==> images/layer_met2.png <==
(3 px per µm) Cells faint in the background.
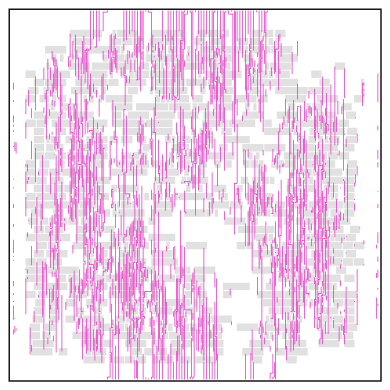
==> images/wires.png <==
(3 px per µm) Only two layers are drawn.
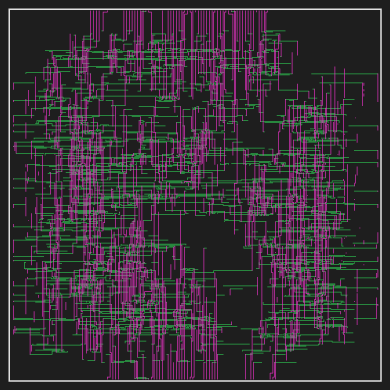
Design lsu_req, sky130hd; sources not shown.
==> PnR_summary.wiki <==
== Run summary ==
{| class="wikitable"
! Metric !! Value
|-
| Leftover overflow at the end of global routing || 0
|-
| PnR Total Power || 4.97 mW
|-
| CTS tree || built
|-
| Largest cells by area || dfxtp_1, nand2_1, a21oi_1, mux2i_1, o21ai_0
|-
| Area share of the largest cell type after synthesis || 45.9%
|-
| Non-clock inverter count in the final layout || 8
|-
| Yosys stat area || around 5000 µm²
|-
| Slew at the pin with the worst max-slew slack || roughly 0.68 ns
|-
| Cell count after placement || between 900 and 1000
|-
| Total leakage power || between 2 and 3 nW
|-
| Top_reg_cell synth || dfxtp_1
|-
| Worst hold path type || primary input to flop
|-
| Post-synthesis cell type count || 48
|-
| Die footprint || around 15000 µm²
|-
| Via count of the first global-routing pass || a little over 5000
|-
| Number of hold buffers added after cts || 0
|-
| Type of element launching the critical path || primary input
|-
| Combinational gate area || about 2500 µm²
|-
| CTS sink count || 115
|-
| Starting DRT DRC Count || roughly 460
|-
| Final worst path period share || a little over nine tenths
|-
| Layout net count || between 900 and 1000
|-
| Boundary pin count || approximately 210
|-
| Warnings from Yosys || 0
|-
| Synthesized flop and latch total || 115
|-
| Proportion of layout cells with a drive suffix above 1 || a little under a tenth
|-
| Die H || around 120 µm
|-
| Worst EP required || 2.30 ns
|-
| Slew headroom || 54.9%
|-
| Routability cong. || approximately 0.9
|-
| Worst hold slack || 0.260 ns
|-
| Cell depth of the worst min-delay path || 2
|-
| Via-to-Cell Ratio || slightly above 5
|-
| Pin count of the biggest net entering global routing || 51
|-
| Data arrival at the endpoint of the critical path || around 2.2 ns
|-
| Worst-path clk slew || ~0.050 ns
|-
| Residual DRC || 0
|-
| Leading area contributor after synthesis || dfxtp_1
|-
| Layout Utilization || around 63%
|-
| Netlist Area Pre-Place || 5020 µm²
|-
| Placeable core region || 12600 µm²
|-
| Sequential area share after synthesis || 45.9%
|-
| Count of inserted antenna diode cells || 0
|-
| Iteration tally of the first detailed-router pass || 5
|-
| Setup Total Neg Slack || 0 ns
|-
| Fraction of the core area occupied by cells at floorplan || approximately 40%
|-
| Average cell area after synthesis || ~8.3 µm²
|-
| Number of tap cells inserted || 172
|-
| Fill cell instance count of the final layout || about 1100
|-
| Register-to-register setup slack || 0.61 ns
|-
| Clock tree skew after final layout || between 0.004 and 0.005 ns
|-
| Post-synthesis async set-or-reset flop share || 0%
|-
| Final-report max-slew violation count || 0
|-
| Proportion of cell area occupied by registers || between 20% and 30%
|-
| Later-pin clock latency in the skew report || about 0.4 ns
|-
| Site row count || 41
|-
| Buffer cell driving the clock tree root || clkbuf_16
|-
| Library cell with the highest instance count after synthesis || nand2_1
|-
| DP HPWL || between 10 and 15 mm
|-
| Antenna violations before repair || 0
|-
| OpenROAD warnings || 28
|-
| Most numerous cell types in the synthesized netlist || nand2_1, dfxtp_1, a21oi_1, nor2_1, o21ai_0
|-
| Die width || approximately 120 µm
|-
| Setup repair after global routing missed its margin || true
|-
| Max VDD drop || 0.325 mV
|-
| Number of flops mapped to enable cells by yosys || 0
|-
| Biggest Area Class || combinational gates
|-
| Number of cell instances on the worst register-to-register path || 9
|-
| Number of clock buffers in the layout || 17
|-
| Count of max-cap constraint violations || 0
|-
| Critical path fanouts, max || 3
|-
| Setup Buffers After CTS || 0
|-
| Status || complete, no violations
|-
| Minimum clock period after layout || between 2 and 3 ns
|-
| Syn Inst Count || 608
|-
| Kind of end point of the critical path || output pin
|-
| Total cells reported by yosys after synthesis || roughly 600
|-
| Combinational fraction of the cell area || around a third
|}
Back to the opening pictures, layer_met2.png:
longest straight run = 40.4 µm
wire length on this layer = 7950 µm
grt met2 use: 35.0%
vias after detailed routing: 5173
Final Routed Wirelength: 16.6 mm

Back to the opening pictures, wires.png:
metal 2 -> magenta  # wire length 7950 µm
metal 1 -> green  # wire length 6920 µm
Routed wire per std cell: 16.7 µm
total routing resource utilization after global routing: 21.6%

-- cells in the final DEF, fill, tap and decap left out, types with 7 or more instances in the layout --
cell type,Yosys,final
clkdlybuf4s50_1,0,206
dfxtp_1,115,115
nand3_1,13,13
o211ai_1,16,16
a21oi_1,84,84
a221oi_1,8,8
o2bb2ai_1,9,9
mux2_2,8,8
nor2_1,40,40
o21ai_0,33,33
clkbuf_16,0,17
a22oi_1,7,7
inv_1,8,8
a22o_1,9,9
mux2i_1,17,17
nor2b_1,13,13
buf_4,5,23
nand2_1,127,127
a21boi_0,7,7
-- through the flow --
stage / worst slack [ns] / area [µm²]
after CTS: 0.0737 / 7930
after floorplan: 0.636 / 5020
final: 0.0562 / 7940
after global placement: 0.000925 / 7290
after detailed placement: -0.0454 / 7290
after global routing: 0.000864 / 7940
-- cells by family after synthesis --
kind of cell / count (synthesis) / synth area share (%)
mux: 25 / 5.19
compound gates: 195 / 24.4
simple gates: 212 / 18.0
fa+ha+maj: 4 / 0.998
buf+inv: 54 / 5.19
other cells: 1 / 0.0747
flops: 115 / 45.9
xor+xnor: 2 / 0.349
-- routing by layer --
metal | part of all wire [%] | wire (µm) | global-route usage (%) | vias up
met4 | 2.0 | 328 | 8.86 | 0
met3 | 8.6 | 1440 | 7.00 | 25
met2 | 48 | 7950 | 35.0 | 215
li1 | - | - | - | 2523
met5 | 0 | 0 | 0 | -
met1 | 42 | 6920 | 26.4 | 2410
-- critical path: stages --
cell and delay (ns):
clkdlybuf4s50_1 0.50, or3b_4 0.40, o21ai_2 0.12, o21ai_4 0.08, a21oi_1 0.16, clkdlybuf4s50_1 0.57
-- report_power, final --
group	total [mW]	internal (mW)	switching, mW
registers	1.83	1.78	0.0472
logic	0.766	0.407	0.360
clock network	2.38	1.55	0.826
Power is estimated from default activity; no workload was simulated.
